$ cat src/rtl/pic8259_pkg.sv
// Shared 8259A init-sequencer types: ICW FSM state encoding and ICW bit positions.
package pic8259_pkg;

    typedef enum logic [2:0] {
        IDLE,
        WAIT_ICW2,
        WAIT_ICW3,
        WAIT_ICW4,
        READY
    } icw_state_t;

    localparam int ICW1_IC4  = 0;
    localparam int ICW1_SNGL = 1;
    localparam int ICW1_ADI  = 2;
    localparam int ICW1_LTIM = 3;

    localparam int ICW4_UPM  = 0;
    localparam int ICW4_AEOI = 1;
    localparam int ICW4_MS   = 2;
    localparam int ICW4_BUF  = 3;
    localparam int ICW4_SFNM = 4;

endpackage

$ cat src/rtl/icw_init_sequencer.sv
// 8259A ICW1..ICW4 init sequencer plus OCW1 mask register; holds decoded mode/config fields.
// Optional protocol checker driving seq_error is enabled by defining ICW_SEQ_ERROR_EN.
module icw_init_sequencer
    import pic8259_pkg::*;
#(
    parameter logic [7:0] IMR_RESET_VALUE = 8'hFF,
    parameter logic [7:0] IMR_INIT_VALUE  = 8'h00
) (
    input  logic       clock,
    input  logic       reset,
    input  logic [7:0] internal_data_bus,
    input  logic       write_initial_command_word_1,
    input  logic       write_initial_command_word_2_4,
    input  logic       write_operation_control_word_1,
    input  logic       write_operation_control_word_2,
    input  logic       write_operation_control_word_3,
    output logic       init_pulse,
    output logic       init_done,
    output logic       ltim,
    output logic       adi,
    output logic       single_mode,
    output logic [2:0] icw1_addr,
    output logic [7:0] vector_address,
    output logic [7:0] cascade_config,
    output logic       sfnm,
    output logic       buf_mode,
    output logic       master_slave,
    output logic       aeoi,
    output logic       upm,
    output logic [7:0] imr,
    output logic       seq_error
);

    icw_state_t state, state_n;
    logic       ic4;
    logic       wr_a0;
    logic       icw1;

    assign icw1  = write_initial_command_word_1;
    assign wr_a0 = write_initial_command_word_2_4 | write_operation_control_word_1;

    always_ff @(posedge clock) begin
        if (reset) state <= IDLE;
        else       state <= state_n;
    end

    always_comb begin
        state_n = state;
        if (icw1) begin
            state_n = WAIT_ICW2;
        end else if (wr_a0) begin
            case (state)
                WAIT_ICW2: begin
                    if (!single_mode) state_n = WAIT_ICW3;
                    else if (ic4)     state_n = WAIT_ICW4;
                    else              state_n = READY;
                end
                WAIT_ICW3: state_n = ic4 ? WAIT_ICW4 : READY;
                WAIT_ICW4: state_n = READY;
                default:   state_n = state;
            endcase
        end
    end

    // Field registers: ICW1 always wins over a coincident A0 write.
    always_ff @(posedge clock) begin
        if (reset) begin
            init_pulse     <= 1'b0;
            init_done      <= 1'b0;
            ltim           <= 1'b0;
            adi            <= 1'b0;
            single_mode    <= 1'b0;
            ic4            <= 1'b0;
            icw1_addr      <= 3'd0;
            vector_address <= 8'h00;
            cascade_config <= 8'h00;
            sfnm           <= 1'b0;
            buf_mode       <= 1'b0;
            master_slave   <= 1'b0;
            aeoi           <= 1'b0;
            upm            <= 1'b0;
            imr            <= IMR_RESET_VALUE;
        end else begin
            init_pulse <= icw1;
            init_done  <= (state_n == READY);
            if (icw1) begin
                icw1_addr      <= internal_data_bus[7:5];
                ltim           <= internal_data_bus[ICW1_LTIM];
                adi            <= internal_data_bus[ICW1_ADI];
                single_mode    <= internal_data_bus[ICW1_SNGL];
                ic4            <= internal_data_bus[ICW1_IC4];
                cascade_config <= 8'h00;
                sfnm           <= 1'b0;
                buf_mode       <= 1'b0;
                master_slave   <= 1'b0;
                aeoi           <= 1'b0;
                upm            <= 1'b0;
                imr            <= IMR_INIT_VALUE;
            end else if (wr_a0) begin
                case (state)
                    WAIT_ICW2: vector_address <= internal_data_bus;
                    WAIT_ICW3: cascade_config <= internal_data_bus;
                    WAIT_ICW4: begin
                        sfnm         <= internal_data_bus[ICW4_SFNM];
                        buf_mode     <= internal_data_bus[ICW4_BUF];
                        master_slave <= internal_data_bus[ICW4_MS];
                        aeoi         <= internal_data_bus[ICW4_AEOI];
                        upm          <= internal_data_bus[ICW4_UPM];
                    end
                    READY:   imr <= internal_data_bus;
                    default: ;
                endcase
            end
        end
    end

`ifdef ICW_SEQ_ERROR_EN
    logic seq_error_q;

    // Sticky until reset or a fresh ICW1 restarts the protocol.
    always_ff @(posedge clock) begin
        if (reset || icw1)
            seq_error_q <= 1'b0;
        else if ((wr_a0 && state == IDLE) ||
                 ((write_operation_control_word_2 || write_operation_control_word_3) && state != READY))
            seq_error_q <= 1'b1;
    end

    assign seq_error = seq_error_q;
`else
    logic unused_ocw;
    assign unused_ocw = write_operation_control_word_2 | write_operation_control_word_3;
    assign seq_error  = 1'b0;
`endif

endmodule

$ cat config.mk
export PLATFORM = sky130hd
export DESIGN_NAME = icw_init_sequencer
export DESIGN_NICKNAME = d
export VERILOG_FILES = /design/src/rtl/pic8259_pkg.sv /design/src/rtl/icw_init_sequencer.sv
export SDC_FILE = /design/constraint.sdc
export NUM_CORES = 1
export LEC_CHECK = 0
export CORE_ASPECT_RATIO = 1.1
export CORE_UTILIZATION = 40
export DETAILED_ROUTE_END_ITERATION = 12
export PLACE_DENSITY = 0.71
export SYNTH_ARGS = -nofsm -noshare
export SYNTH_HDL_FRONTEND = slang
export SYNTH_SLANG_ARGS = --single-unit
$ cat constraint.sdc
create_clock -name clock -period 3.9 [get_ports clock]
set_input_delay 0.39 -clock clock [delete_from_list [all_inputs] [get_ports clock]]
set_output_delay 0.39 -clock clock [all_outputs]
set_load 0.02 [all_outputs]
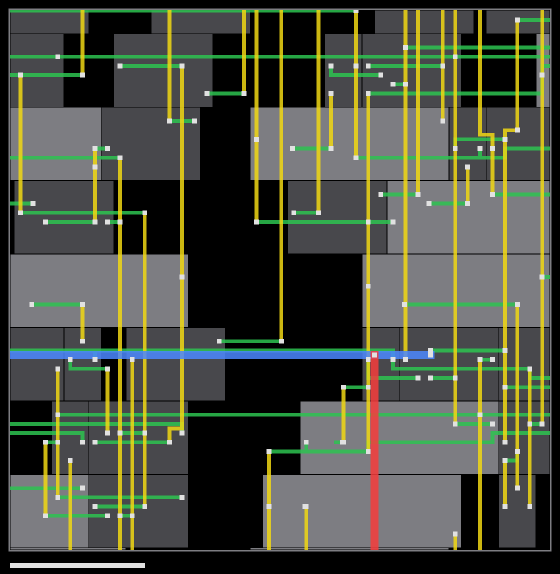
(run_1/zoom.png)
Scale bar: 5 microns. Window x 21 to 41, y 38 to 58 microns. Cells in grey, sequential cells in the stronger grey; small squares are vias.
| colour | layer |
|---|---|
| red | met4 |
| green | met1 |
| blue | met3 |
| yellow | met2 |
most frequent: mux2i_1 (9), nor2_1 (6), dfxtp_1 (6)
cells with their middle in the window: 25
sequential cells in the window: 6
netlist names of flops here include: `vector_address` (2)

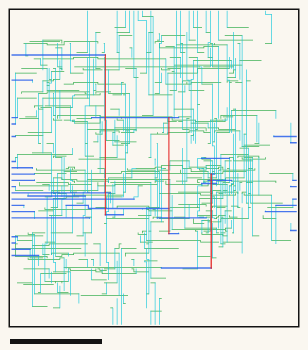
(run_1/metal_stack.png)
Scale bar: 20 microns.
| colour | layer | wire length |
|---|---|---|
| cyan | met2 | 1670 microns |
| blue | met3 | 243 microns |
| red | met4 | 80.2 microns |
| green | met1 | 1490 microns |
via count: 1225
drt total wl: 3.49 mm
Global Route Usage Sum: 16.9%

==> out/qor.yml, run 1 <==
status:
  status: "finished, final reports clean"
power_and_ir_drop:
  p_leak_nw: 0.907
  power.density_nw_per_um2: 408
  p_total_mw: 0.902
  ir_drop_mv: 0.325
yosys:
  ys_cells: 152
  synth-edff-count: 0
  ys_warn_count: 0
  synth_seq_share_pct: 50.9
  syn_avg_cell_area_sq_um: 10.6
  xor_area_share_pct: 0
  topCellsByArea: "dfxtp_1 (51%), mux2i_1 (22%), nor2_1 (7.4%)"
  syn_area_sq_um: 1610
  synth_top_flop_cell: "dfxtp_1"
  synth.area.mux_share_pct: 22.3
  synth_cell_types: 25
  ys.flops: 41
  synth-adder-area-share_pct: 0
  synth.top_cell.area_share_pct: 50.9
  synth_chip_area_sq_um: 1610
  yosysTopAreaCell: "dfxtp_1"
  simple_gate_share_pct: 12.6
  synth_cells: 152
  topCombFamilyByArea: "multiplexers"
  fp_nets: 167
  async_reset_ff_share_pct: 0
  ys_sh_aoi_pct: 8.84
route:
  viasPerCell: 4.96
  wire_per_inst_microns: 14.1
  dr.pass1.iters: 4
  drt_iter0_markers: 31
  drc_errors: 0
  ant_nets: 0
floorplanning:
  dieHeight_microns: 68.6
  die_width_microns: 62.5
  die_area_sq_um: 4290
  core_area_sq_um: 3740
  fp-row-count: 23
  initCoreUtil_pct: 43.1
  io_pins: 53
timing:
  tightest_slew_ns: 0.932
  hold_viol_final: 0
  grt_setup_unrepaired: "no"
  slew_headroom_pct: 37.6
  final_max_slew_viol_count: 0
  fmax_mhz: 482
  finalSetupTns_ns: 0
  skew_ns: 0.00310
  finalSetupViolCount: 0
  fin_crit_ns: 2.07
  fin_crit_sh_pct: 53.2
cts:
  htree_levels: 2
  cts_buffers: 5
  cts.reportedPaths.clkPinSlew_ns: 0.07
  cts_resized: 0
  hold_buffers: 0
  clock_latency_ns: 0.29
  cts_tree: "done"
  clockBufferDepth: 2
  cts_setup_buffers: 0
  cts_root_buf: "clkbuf_8"
  cts.sinks: 41
finish:
  drive_gt1_share_pct: 7.61
  area_growth_pct: 37.2
  n_antenna_cell: 0
  fin_cells: 247
  fin_nets: 211
worst_hold_path:
  hold_path_class: "reg -> reg"
  hold_start: "icw1_addr[2]"
global_routing:
  grt_pass1_vias: 1118
  grt_max_degree: 27
  antenna_found_initial: 0
  grt_pass1_wl_mm: 5.38
  gr-total-overflow: 0
place:
  hpwl_mm: 2.43
  placed_cells: 239
  portBuffers: 49
  place_congestion: 0.689
critical_path:
  critPathKind: "in -> reg"
  startpoint_type: "input port"
  worst_setup_path_end_kind: "flip-flop"
  crit_chain: "clkdlybuf4s50_1 -> o21bai_4 -> nor3b_2 -> o21ai_1 -> and3_1"
  critPathBufInv: 1
  worstPathMaxFanout: 9
  crit_family: "simple AND/OR/NAND/NOR gates"
  crit_required_ns: 4.08
  r2r_start: "state[2]"
  cp.arrival_ns: 2.26
  startpoint: "write_operation_control_word_1"
  slowest_stage: "nor3b_2"
  slowest_delay_ns: 0.77
run:
  warning_count: 28
  drv_cap: 0
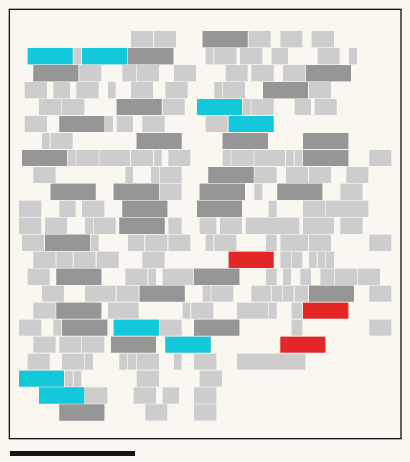
(run_1/registers.png)
Scale bar: 20 microns. Other sequential cells in the stronger grey, the rest of the logic in the fainter grey.
| colour | netlist name | placed flops |
|---|---|---|
| cyan | `vector_address` | 8 |
| red | `state` | 3 |
sequential power: 0.445 mW
FF/Latch Area: 821 sq um

[run 1: cell families (layout without fill, tap and decap cells)]
| kind of cell | count (synthesis) | after routing |
|---|---|---|
| muxes | 36 | 36 |
| other | 1 | 1 |
| AOI/OAI and AO/OA | 19 | 19 |
| buffers and inverters | 13 | 58 |
| and+or+nand+nor | 42 | 42 |
| DFF | 41 | 41 |
[run 1: synth_stat cells (2+ instances only)]
master and n:
dfxtp_1 41, mux2i_1 36, nor2_1 32, o21bai_1 8, clkbuf_1 6, a21oi_1 5
buf_6 3, buf_2 2, buf_4 2, o21ba_2 2
[run 1: sequential cells by signal, summed over array words and instances (netlist names)]
name	count
vector_address	8
icw1_addr	3
sfnm	1
buf_mode	1
ic4	1
ltim	1
init_pulse	1
aeoi	1
imr	8
adi	1
cascade_config	8
state	3
single_mode	1
master_slave	1
init_done	1
upm	1
[run 1: where the power goes]
part	internal, mW	switching (mW)
Clock	0.209	0.136
Sequential	0.434	0.0107
Combinational	0.0561	0.0568
[run 1: worst paths after layout]
| check | endpoint | slack (ns) | depth (start not counted) |
|---|---|---|---|
| worst min register to register | icw1_addr[2] | 0.50 | 2 |
| worst max-delay path | init_done | 1.83 | 5 |
| worst max register to register | init_done | 2.04 | 4 |
| worst min-delay path | icw1_addr[2] | 0.50 | 2 |
[run 1: per-layer routing]
metal	track usage (%)	routed length (microns)	vias up	share of wire (%)
li1	-	-	594	-
met1	19.1	1490	579	43
met2	27.9	1670	45	48
met3	6.74	243	7	7.0
met4	8.72	80	0	2.3
met5	0	0	-	0
[run 1: worst register-to-register path, cell delays in order (launching register included)]
cell      delay [ns]
dfxtp_1         0.36
o21bai_4        0.23
nor3b_2         0.77
o21ai_1         0.19
and3_1          0.22
[run 1: per-stage QoR]
step                      hold slack [ns]  worst slack [ns]  utilization (%)  cell area [sq um]
after floorplan                     0.480              2.52                -               1610
after global placement              0.473              1.56             56.1               2100
after detailed placement            0.487              1.52             56.1               2100
after CTS                           0.505              1.83             59.2               2210
after global routing                0.534              1.73             59.2               2210
final                               0.500              1.83             59.2               2210
[run 1: cell type report]
cell class                      count  area (sq um)
Fill cell                         340          1530
Sequential cell                    41           821
Multi-Input combinational cell     98           716
Timing Repair Buffer               50           498
Clock buffer                        7          86.3
Tap cell                           50          62.6
Clock inverter                      1          30.0
[run 1: placed cells by master (no fill, tap or decap), types with 2 or more instances in the layout]
cell type,n
o21bai_1,8
o21ba_2,2
clkdlybuf4s50_1,49
clkbuf_8,6
dfxtp_1,41
a21oi_1,5
mux2i_1,36
nor2_1,32
--- run 2 (diff from run 1) ---
PLACE_DENSITY = 0.74   (was 0.71)
clock period = 1.7 ns   (was 3.9 ns; I/O delays follow)
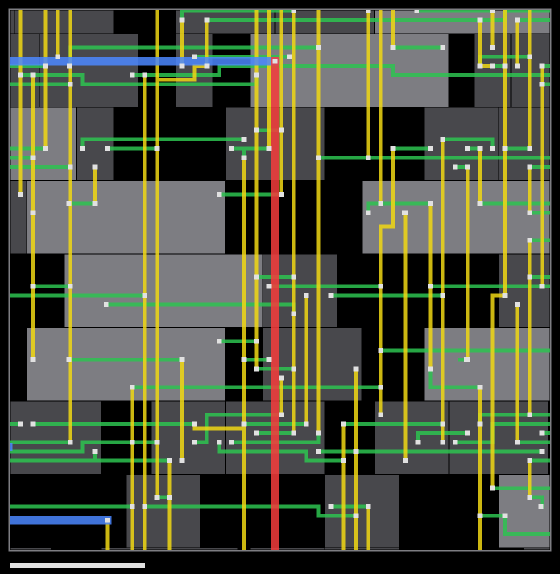
(run_2/zoom.png)
Scale bar: 5 microns. Window x 21 to 41, y 38 to 58 microns. Cells in grey, sequential cells in the stronger grey; small squares are vias.
| colour | layer |
|---|---|
| yellow | met2 |
| blue | met3 |
| red | met4 |
| green | met1 |
most frequent: mux2i_1 (7), dfxtp_1 (6), o21bai_1 (4)
cells with their middle in the window: 23
sequential cells in the window: 6
netlist names of flops here include: `imr` (4)

==> out/qor.yml, run 2 <==
status:
  status: "finished, final reports clean"
cts:
  cts.reportedPaths.clkPinSlew_ns: 0.08  # about the same
  cts_setup_buffers: 0  # unchanged
  clock_latency_ns: 0.30  # about the same
  cts_resized: 0  # unchanged
  cts_buffers: 5  # unchanged
  hold_buffers: 0  # unchanged
  clockBufferDepth: 2  # unchanged
  htree_levels: 2  # unchanged
  cts.sinks: 41  # unchanged
  cts_root_buf: "clkbuf_8"
  cts_tree: "done"
global_routing:
  grt_pass1_vias: 1265  # +13%
  grt_max_degree: 26  # -3.7%
  use_met3_pct: 5.10  # -1.6 points
  global_route.usage.met2_pct: 30.7  # +2.9 points
  use_met1_pct: 22.3  # +3.2 points
  grt.total_usage_pct: 18.6  # +1.7 points
  gr-total-overflow: 0  # unchanged
  antenna_found_initial: 0  # unchanged
  busiest_layer: "met2"
  grt_pass1_wl_mm: 6.02  # +12%
timing:
  final_max_slew_viol_count: 0  # unchanged
  grt_setup_unrepaired: "no"
  finalSetupTns_ns: 0  # unchanged
  hold_viol_final: 0  # unchanged
  fin_crit_ns: 1.47
  fmax_mhz: 682
  skew_ns: 0.00799  # +0.00489 ns
  whs_ns: 0.504  # +0.00371 ns
  fin_crit_sh_pct: 86.2
  timing.final.ws_setup_ns: 0.235  # -1.59 ns
  finalSetupViolCount: 0  # unchanged
floorplanning:
  die_width_microns: 62.5  # unchanged
  core_area_sq_um: 3740  # unchanged
  initCoreUtil_pct: 43.1  # unchanged
  io_pins: 53  # unchanged
  fp-row-count: 23  # unchanged
  dieHeight_microns: 68.6  # unchanged
  die_area_sq_um: 4290  # unchanged
worst_hold_path:
  hold_path_class: "reg -> reg"
  min_to: "adi"
  hold-path-cell-count: 2  # unchanged
  hold_start: "adi"
yosys:
  syn_area_sq_um: 1610  # unchanged
  synth_top_flop_cell: "dfxtp_1"
  ys.flops: 41  # unchanged
  synth_cells: 152  # unchanged
  synth.most_common_cell: "dfxtp_1"
  synthTopCellsByCount: "dfxtp_1 (41), mux2i_1 (36), nor2_1 (32)"
  topCellsByArea: "dfxtp_1 (51%), mux2i_1 (22%), nor2_1 (7.4%)"
  ys_warn_count: 0  # unchanged
  synth-edff-count: 0  # unchanged
  synth_cell_types: 25  # unchanged
  fp_nets: 167  # unchanged
  syn_avg_cell_area_sq_um: 10.6  # unchanged
  async_reset_ff_share_pct: 0  # unchanged
  yosysTopAreaCell: "dfxtp_1"
  ys_cells: 152  # unchanged
  synth_seq_share_pct: 50.9  # unchanged
  synth_chip_area_sq_um: 1610  # unchanged
  synth.top_cell.area_share_pct: 50.9  # unchanged
critical_path:
  critPathBufInv: 1  # unchanged
  worst_setup_path_end_kind: "output port"
  r2r_slack_ns: 0.24  # -1.80 ns
  startpoint_type: "flip-flop"
  critPathKind: "reg -> out"
  worstPathMaxFanout: 4  # -5
  slowest_delay_ns: 0.62  # -0.15 ns
  r2r_end: "vector_address[2]"
  cp.arrival_ns: 1.30  # -0.96 ns
  crit_family: "buffers and inverters"
  crit_chain: "clkdlybuf4s50_1"
  crit_required_ns: 1.53  # -2.55 ns
  reg2reg_depth: 5  # +1
  r2r_start: "state[2]"
  slowest_stage: "clkdlybuf4s50_1"
place:
  place_congestion: 0.800  # +16%
  placed_cell_area_sq_um: 2160  # +3.2%
  portBuffers: 49  # unchanged
  hpwl_mm: 2.72  # +12%
  pre_cts_ws_ns: -0.0565  # -1.57 ns
  placed_cells: 248  # +3.8%
finish:
  area_growth_pct: 39.3
  drive_gt1_share_pct: 11.2  # +3.6 points
  final_area_sq_um: 2250  # +1.5%
  layout_top_cell: "clkdlybuf4s50_1"
  fin_cells: 255  # +3.2%
  n_antenna_cell: 0  # unchanged
  fin_nets: 220  # +4.3%
  mostFrequentLayoutCells: "clkdlybuf4s50_1 (49), dfxtp_1 (41), mux2i_1 (36)"
  reg.largest.list: "cascade_config x8, imr x8, vector_address x8"
route:
  dr.pass1.iters: 4  # unchanged
  ant_nets: 0  # unchanged
  viasPerCell: 4.99  # +0.58%
  drt_iter0_markers: 54  # +74%
  drc_errors: 0  # unchanged
  wl_mm: 3.78  # +8.6%
  vias: 1272  # +3.8%
  wire_per_inst_microns: 14.8  # +5.1%
power_and_ir_drop:
  ir_drop_mv: 0.572  # +76%
  p_total_mw: 1.91  # +110%
  power.density_nw_per_um2: 852  # +110%
  p_leak_nw: 0.934  # +2.9%
run:
  warning_count: 28  # unchanged
  drv_cap: 0  # unchanged
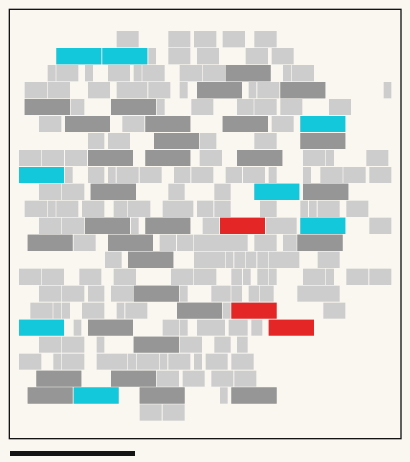
(run_2/registers.png)
Scale bar: 20 microns. Other sequential cells in the stronger grey, the rest of the logic in the fainter grey.
| colour | netlist name | placed flops |
|---|---|---|
| red | `state` | 3 |
| cyan | `vector_address` | 8 |
flop share of the area: 36.5%
utilization after layout: 60.0%

run 2: cell counts after synthesis:
No cell type changed its count.
run 2: area by class of cell:
class                           instances  area [sq um]
Timing Repair Buffer                   59           566
Sequential cell                        41           821
Fill cell                             312          1500
Clock buffer                            6          72.6
Tap cell                               50          62.6
Clock inverter                          1          8.76
Multi-Input combinational cell         98           716
run 2: kinds of logic after synthesis:
family | count (synthesis) | synth area share [%]
flops | 41 | 50.9
simple gates | 42 | 12.6
compound gates | 19 | 8.84
buf+inv | 13 | 5.04
mux | 36 | 22.3
other cells | 1 | 0.233
run 2: power breakdown:
| part | switching, mW | leakage, nW | total [mW] | internal, mW |
|---|---|---|---|---|
| Combinational | 0.136 | 0.557 | 0.273 | 0.137 |
| Clock | 0.333 | 0.0412 | 0.617 | 0.284 |
| Sequential | 0.0266 | 0.336 | 1.02 | 0.996 |
run 2: routing by layer:
| layer | part of all wire (%) | vias up |
|---|---|---|
| li1 | - | 621 |
| met1 | 45 | 600 |
| met2 | 48 | 42 |
| met3 | 4.6 | 9 |
| met4 | 2.4 | 0 |
| met5 | 0 | - |
run 2: worst max-delay path by stage:
stage | start | end | slack [ns] | depth (start not counted)
after global routing | state[2] | vector_address[2] | 0.14 | 5
after CTS | state[2] | vector_address[2] | 0.22 | 5
final | single_mode | single_mode | 0.23 | 1
after detailed placement | write_operation_control_word_1 | vector_address[2] | -0.06 | 6
after global placement | write_operation_control_word_1 | vector_address[2] | -0.004 | 6
after floorplan | state[1] | imr[0] | 0.38 | 6
No activity file was given, so power comes from the tool's default toggle rates.
